**src/rtl/kairo_mem_pkg.sv**
```systemverilog
// kairo_mem_pkg: shared types and constants for the unified
// I/D memory arbiter and the shared-resource helpers around it.
package kairo_mem_pkg;

  typedef enum logic [1:0] {
    IDLE,
    ISSUE,
    WAIT,
    RESP
  } state_e;

  typedef enum logic {
    GNT_I,
    GNT_D
  } grant_e;

  localparam int RD_LAT_MAX = 3;

  // Address-window select field.
  localparam int WIN_HI = 31;
  localparam int WIN_LO = 28;

endpackage

```
**src/rtl/kairo_rr_arb2.sv**
```systemverilog
// kairo_rr_arb2: combinational 2-way round-robin arbiter.
// Ports: i_req[1:0] requests, i_last_grant (1 = req[1] last),
// o_gnt[1:0] one-hot grant.
module kairo_rr_arb2 (
  input  logic [1:0] i_req,
  input  logic       i_last_grant,
  output logic [1:0] o_gnt
);

  always_comb begin
    o_gnt = 2'b00;
    unique case (1'b1)
      (&i_req):           o_gnt = i_last_grant ? 2'b01 : 2'b10;
      (i_req == 2'b01):   o_gnt = 2'b01;
      (i_req == 2'b10):   o_gnt = 2'b10;
      default:            o_gnt = 2'b00;
    endcase
  end

endmodule

```
**src/rtl/kairo_mem_arb.sv**
```systemverilog
// kairo_mem_arb: shares one single-port SRAM between the core's
// instruction and data ports with round-robin arbitration.
// Ports: CLK, RST_N; I_MEM_* / D_MEM_* requester buses
// (VALID/ADDR/WDATA/WSTB in, READY/RDATA/EXCPT out);
// MEM_EN/MEM_ADR/MEM_WEB/MEM_WDIN to the SRAM, MEM_RDOUT back.
module kairo_mem_arb
  import kairo_mem_pkg::*;
#(
  parameter int         RD_LAT   = 1,
  parameter logic [3:0] MEM_BASE = 4'h0
) (
  input  logic        CLK,
  input  logic        RST_N,
  input  logic        I_MEM_VALID,
  input  logic [31:0] I_MEM_ADDR,
  input  logic [31:0] I_MEM_WDATA,
  input  logic [3:0]  I_MEM_WSTB,
  output logic        I_MEM_READY,
  output logic [31:0] I_MEM_RDATA,
  output logic        I_MEM_EXCPT,
  input  logic        D_MEM_VALID,
  input  logic [31:0] D_MEM_ADDR,
  input  logic [31:0] D_MEM_WDATA,
  input  logic [3:0]  D_MEM_WSTB,
  output logic        D_MEM_READY,
  output logic [31:0] D_MEM_RDATA,
  output logic        D_MEM_EXCPT,
  output logic        MEM_EN,
  output logic [31:0] MEM_ADR,
  output logic [3:0]  MEM_WEB,
  output logic [31:0] MEM_WDIN,
  input  logic [31:0] MEM_RDOUT
);

  localparam int LW = $clog2(RD_LAT_MAX);

  state_e        r_state, w_state_nxt;
  grant_e        r_grant, w_grant_nxt;
  grant_e        r_last, w_last_nxt;
  logic [LW-1:0] r_lat_cnt, w_lat_cnt_nxt;
  logic          r_excpt, w_excpt_nxt;
  logic          r_wr, w_wr_nxt;

  logic [1:0]    w_gnt;
  logic [31:0]   w_addr;
  logic [31:0]   w_wdata;
  logic [3:0]    w_wstb;
  logic          w_in_win;
  logic          w_other_v;
  logic [31:0]   w_rdata;

  kairo_rr_arb2 u_rr (
    .i_req        ({D_MEM_VALID, I_MEM_VALID}),
    .i_last_grant (r_last == GNT_D),
    .o_gnt        (w_gnt)
  );

  assign w_addr    = (r_grant == GNT_D) ? D_MEM_ADDR  : I_MEM_ADDR;
  assign w_wdata   = (r_grant == GNT_D) ? D_MEM_WDATA : I_MEM_WDATA;
  assign w_wstb    = (r_grant == GNT_D) ? D_MEM_WSTB  : I_MEM_WSTB;
  assign w_other_v = (r_grant == GNT_D) ? I_MEM_VALID : D_MEM_VALID;
  assign w_in_win  = (w_addr[WIN_HI:WIN_LO] == MEM_BASE);

  // Writes and out-of-window accesses return zero data.
  assign w_rdata = (r_excpt || r_wr) ? 32'h0 : MEM_RDOUT;

  always_ff @(posedge CLK) begin
    if (!RST_N) begin
      r_state   <= IDLE;
      r_grant   <= GNT_I;
      r_last    <= GNT_D;
      r_lat_cnt <= '0;
      r_excpt   <= 1'b0;
      r_wr      <= 1'b0;
    end else begin
      r_state   <= w_state_nxt;
      r_grant   <= w_grant_nxt;
      r_last    <= w_last_nxt;
      r_lat_cnt <= w_lat_cnt_nxt;
      r_excpt   <= w_excpt_nxt;
      r_wr      <= w_wr_nxt;
    end
  end

  always_comb begin
    w_state_nxt   = r_state;
    w_grant_nxt   = r_grant;
    w_last_nxt    = r_last;
    w_lat_cnt_nxt = r_lat_cnt;
    w_excpt_nxt   = r_excpt;
    w_wr_nxt      = r_wr;
    I_MEM_READY   = 1'b0;
    I_MEM_RDATA   = 32'h0;
    I_MEM_EXCPT   = 1'b0;
    D_MEM_READY   = 1'b0;
    D_MEM_RDATA   = 32'h0;
    D_MEM_EXCPT   = 1'b0;
    MEM_EN        = 1'b0;
    MEM_ADR       = 32'h0;
    MEM_WEB       = 4'h0;
    MEM_WDIN      = 32'h0;
    unique case (r_state)
      IDLE: begin
        if (|w_gnt) begin
          w_grant_nxt = w_gnt[1] ? GNT_D : GNT_I;
          w_state_nxt = ISSUE;
        end
      end
      ISSUE: begin
        w_excpt_nxt   = !w_in_win;
        w_wr_nxt      = |w_wstb;
        w_lat_cnt_nxt = LW'(RD_LAT - 1);
        w_state_nxt   = (RD_LAT == 1) ? RESP : WAIT;
        if (w_in_win) begin
          MEM_EN   = 1'b1;
          MEM_ADR  = w_addr >> 2;
          MEM_WEB  = w_wstb;
          MEM_WDIN = w_wdata;
        end
      end
      WAIT: begin
        w_lat_cnt_nxt = r_lat_cnt - LW'(1);
        if (r_lat_cnt == LW'(1)) w_state_nxt = RESP;
      end
      RESP: begin
        if (r_grant == GNT_I) begin
          I_MEM_READY = 1'b1;
          I_MEM_RDATA = w_rdata;
          I_MEM_EXCPT = r_excpt;
        end else begin
          D_MEM_READY = 1'b1;
          D_MEM_RDATA = w_rdata;
          D_MEM_EXCPT = r_excpt;
        end
        w_last_nxt = r_grant;
        // Hand over directly to a waiting opposite port.
        if (w_other_v) begin
          w_grant_nxt = (r_grant == GNT_I) ? GNT_D : GNT_I;
          w_state_nxt = ISSUE;
        end else begin
          w_state_nxt = IDLE;
        end
      end
      default: w_state_nxt = IDLE;
    endcase
  end

endmodule

```
**config.mk**
```make
export PLATFORM = sky130hd
export DESIGN_NAME = kairo_mem_arb
export DESIGN_NICKNAME = d
export VERILOG_FILES = /design/src/rtl/kairo_mem_pkg.sv /design/src/rtl/kairo_rr_arb2.sv /design/src/rtl/kairo_mem_arb.sv
export SDC_FILE = /design/constraint.sdc
export NUM_CORES = 1
export LEC_CHECK = 0
export CAP_MARGIN = 10
export CORE_AREA = 4 4 118 120
export CTS_BUF_LIST = sky130_fd_sc_hd__clkbuf_8
export DETAILED_ROUTE_END_ITERATION = 16
export DIE_AREA = 0 0 122 124
export PLACE_DENSITY_LB_ADDON = 0.2
export SYNTH_ARGS = -nofsm -noshare
export SYNTH_HDL_FRONTEND = slang
export SYNTH_SLANG_ARGS = --single-unit
```
**constraint.sdc**
```tcl
create_clock -name CLK -period 2.2 [get_ports CLK]
set_input_delay 0.22 -clock CLK [delete_from_list [all_inputs] [get_ports CLK]]
set_output_delay 0.22 -clock CLK [all_outputs]
set_load 0.01 [all_outputs]
```
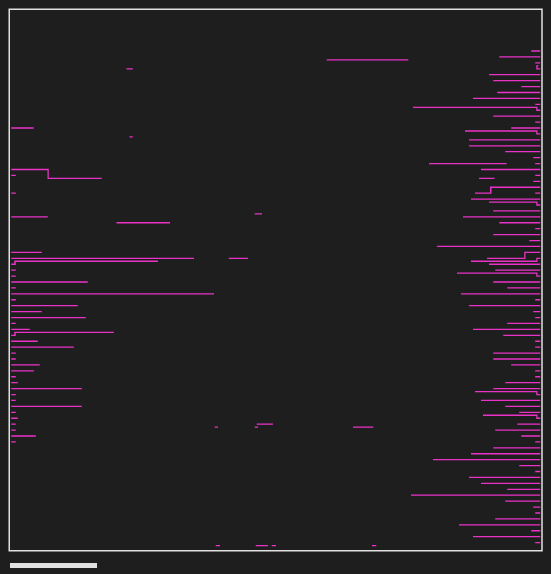
Fig. 1. The metal 3 layer.
Bar = 20 um.
nets with wire on the layer = 132
main direction = horizontal
longest straight run = 46.2 um
wire length on this layer = 1160 um
fraction of met3 tracks used by global routing: 4.31%
sum of routed wire length over all layers: 14.4 mm
routed via count: 3799

==> qor.log <==
qor: status.run_status complete, but fails checks
qor: status.failing_checks negative setup slack
qor: logic_synthesis.ys_seq_share 5.67%
qor: layout.antenna-diode-count 0
qor: power_and_ir_drop.design_power_total 2410 uW
qor: clock_network.cts.root.buffer_cell sky130_fd_sc_hd__clkbuf_8
qor: logic_synthesis.synth.mux.area_fraction 0.399%
qor: die.nWellTaps 176
qor: min_path.hold-path-cell-count 2
qor: global_route.grt_overflow 0
qor: power_and_ir_drop.switchingPower 1220 uW
qor: logic_synthesis.syn-mean-instance-area 7.89 um2
qor: die.io_pins 309
qor: logic_synthesis.synth.cellmix.simpleShare 53.9%
qor: power_and_ir_drop.switching_part_of_the_total_power 50.9%
qor: die.floorplan.die.height 124 um
qor: layout.area_growth 120%
qor: run.warnings 35
qor: layout.nFlopsAndLatches 8
qor: layout.combAreaFraction 36.6%
qor: die.dieArea 15100 um2
qor: worst_setup_path.startpoint_type flop
qor: worst_setup_path.worst-path-stages 6
qor: logic_synthesis.synth.top_cells.by_area sky130_fd_sc_hd__nand3_2 (21%), sky130_fd_sc_hd__a21oi_2 (19%), sky130_fd_sc_hd__and2_1 (14%)
qor: worst_setup_path.worstSetupStartpoint r_state[1]
qor: layout.seq_area_share 2.68%
qor: worst_setup_path.timing.rr.start r_grant
qor: placement.port_buffer_cells 298
qor: worst_setup_path.worst-endpoint-required 1.98 ns
qor: logic_synthesis.synthCells 358
qor: clock_network.postCtsSetupBuffers 2
qor: worst_setup_path.worst_reg_to_reg_cells 5
qor: logic_synthesis.async_flop_share 0%
qor: final_timing.minimum_clock_period_after_layout 2.25 ns
qor: logic_synthesis.top_ff_cell_synth sky130_fd_sc_hd__dfxtp_1
qor: layout.num-nonclk-inverters 7
qor: placement.place_worst_setup_slack -0.220 ns
qor: logic_synthesis.post_synth_fa_ha_maj_area_fraction 2.22%
qor: worst_setup_path.cp_max_fo 16
qor: min_path.worst_hold_path.endpoint r_lat_cnt[1]
qor: routing.drc_markers 0
qor: clock_network.tritoncts yes
qor: routing.dr.pass1.iters 4
qor: final_timing.setup-tns-final -0.295 ns
qor: worst_setup_path.cpPeakStageDelay 0.53 ns
qor: layout.reg_top3 r_lat_cnt (2), r_state (2)
qor: final_timing.final_min_period_over_clock_period 102%
qor: power_and_ir_drop.combinationalPower 1940 uW
qor: layout.n_all_buffers 336
qor: routing.wl_met3 1.16 mm
qor: layout.clock_cell_area_share 0.726%
qor: worst_setup_path.worst_ep_arrival_time 2.03 ns
qor: layout.finalInstanceArea 6200 um2
qor: layout.seq_area 166 um2
qor: power_and_ir_drop.pg_seq 279 uW
qor: worst_setup_path.critical_path.endpoint D_MEM_RDATA[1]
qor: global_route.use_met2 29.4%
qor: logic_synthesis.synth-edff-count 0
qor: die.floorplan.rows 42
qor: power_and_ir_drop.ir_drop 0.488 mV
qor: logic_synthesis.synthAoiAreaFrac 21.9%
qor: power_and_ir_drop.total_leakage_power 0.00310 uW
qor: worst_setup_path.worst-setup-path-type flop to primary output
qor: power_and_ir_drop.p_comb_share 80.7%
qor: layout.layout.cells.non_filler 834
qor: final_timing.timing.clock.skew 0.00408 ns
qor: layout.finish.net_count 836
qor: clock_network.clk-insertion-delay-late 0.23 ns
qor: final_timing.worst_slack -0.0480 ns
qor: routing.routed-wl-met2 7.42 mm
qor: die.placeableCoreArea 13000 um2
qor: global_route.initial_antenna_violation_count 0
qor: logic_synthesis.post_synth_main_logic_family simple AND/OR/NAND/NOR gates
qor: logic_synthesis.synthDominantAreaCellType sky130_fd_sc_hd__nand3_2
qor: clock_network.cts_hold_fix_bufs 0
qor: logic_synthesis.synth_dominant_cell_count sky130_fd_sc_hd__nand3_1
qor: logic_synthesis.synth-xor-area-share 0%
qor: layout.fillerInstances 1287
qor: power_and_ir_drop.pwr_density_cell 388 nW/um2
qor: logic_synthesis.ys_cells 358
qor: worst_setup_path.cp_slowest_cell sky130_fd_sc_hd__clkdlybuf4s50_1
qor: placement.place_area 6000 um2
qor: global_route.grt_pass1_vias 3663
qor: layout.combinational_area 2270 um2
qor: clock_network.numCtsBuffers 3
qor: layout.multi_input_comb_cells 303
qor: worst_setup_path.timing.reg2reg.setup_slack 0.51 ns
qor: global_route.grt_start_max_net_pins 56
qor: layout.num-clock-buffers 3
qor: worst_setup_path.reg2reg_to r_wr
qor: power_and_ir_drop.clock_power_share 7.7%
qor: logic_synthesis.ys.flops 8
qor: min_path.holdCritPathClass flop to flop
qor: min_path.worstHoldStart r_lat_cnt[1]
qor: die.floorplan.core_util 21.8%
qor: routing.route.layer.met1.wl 5.70 mm
qor: final_timing.max_clock_freq 445 MHz
qor: final_timing.timing.hold.ws 0.471 ns
qor: global_route.grt_pass1_wl 20.0 mm
qor: layout.post_route_cells_drive_above_1_share 29.8%
qor: worst_setup_path.cp_top_family buffers and inverters
qor: routing.antenna_violation_net_count_after_detailed_routing 0
qor: final_timing.grt_setup_unrepaired true
qor: routing.route.top_layer_used met4
qor: global_route.grt_most_used_layer met2
qor: logic_synthesis.yosys_warnings 0
qor: worst_setup_path.worstPathCellList ha_4 > nand2_2 > nor3_4 > bufbuf_16 > and2_1 > clkdlybuf4s50_1
qor: final_timing.setup_viol_count_final 7
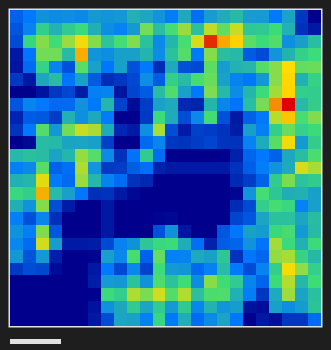
Fig. 2. Routed metal per tile.
Bar = 20 um. The die is cut into 24 by 25 equal tiles; dark blue is low, red is high, scaled to the fullest tile. Values are wire area over tile area, all layers added.
nearly empty tiles = 15%
densest ninth of the die = north-east
mean over tiles = 0.15
tiles over half the peak = 16%
DR WL/cell: 17.3 um
total routing usage reported by global routing: 16.4%

Power and IR drop assume default switching activity.
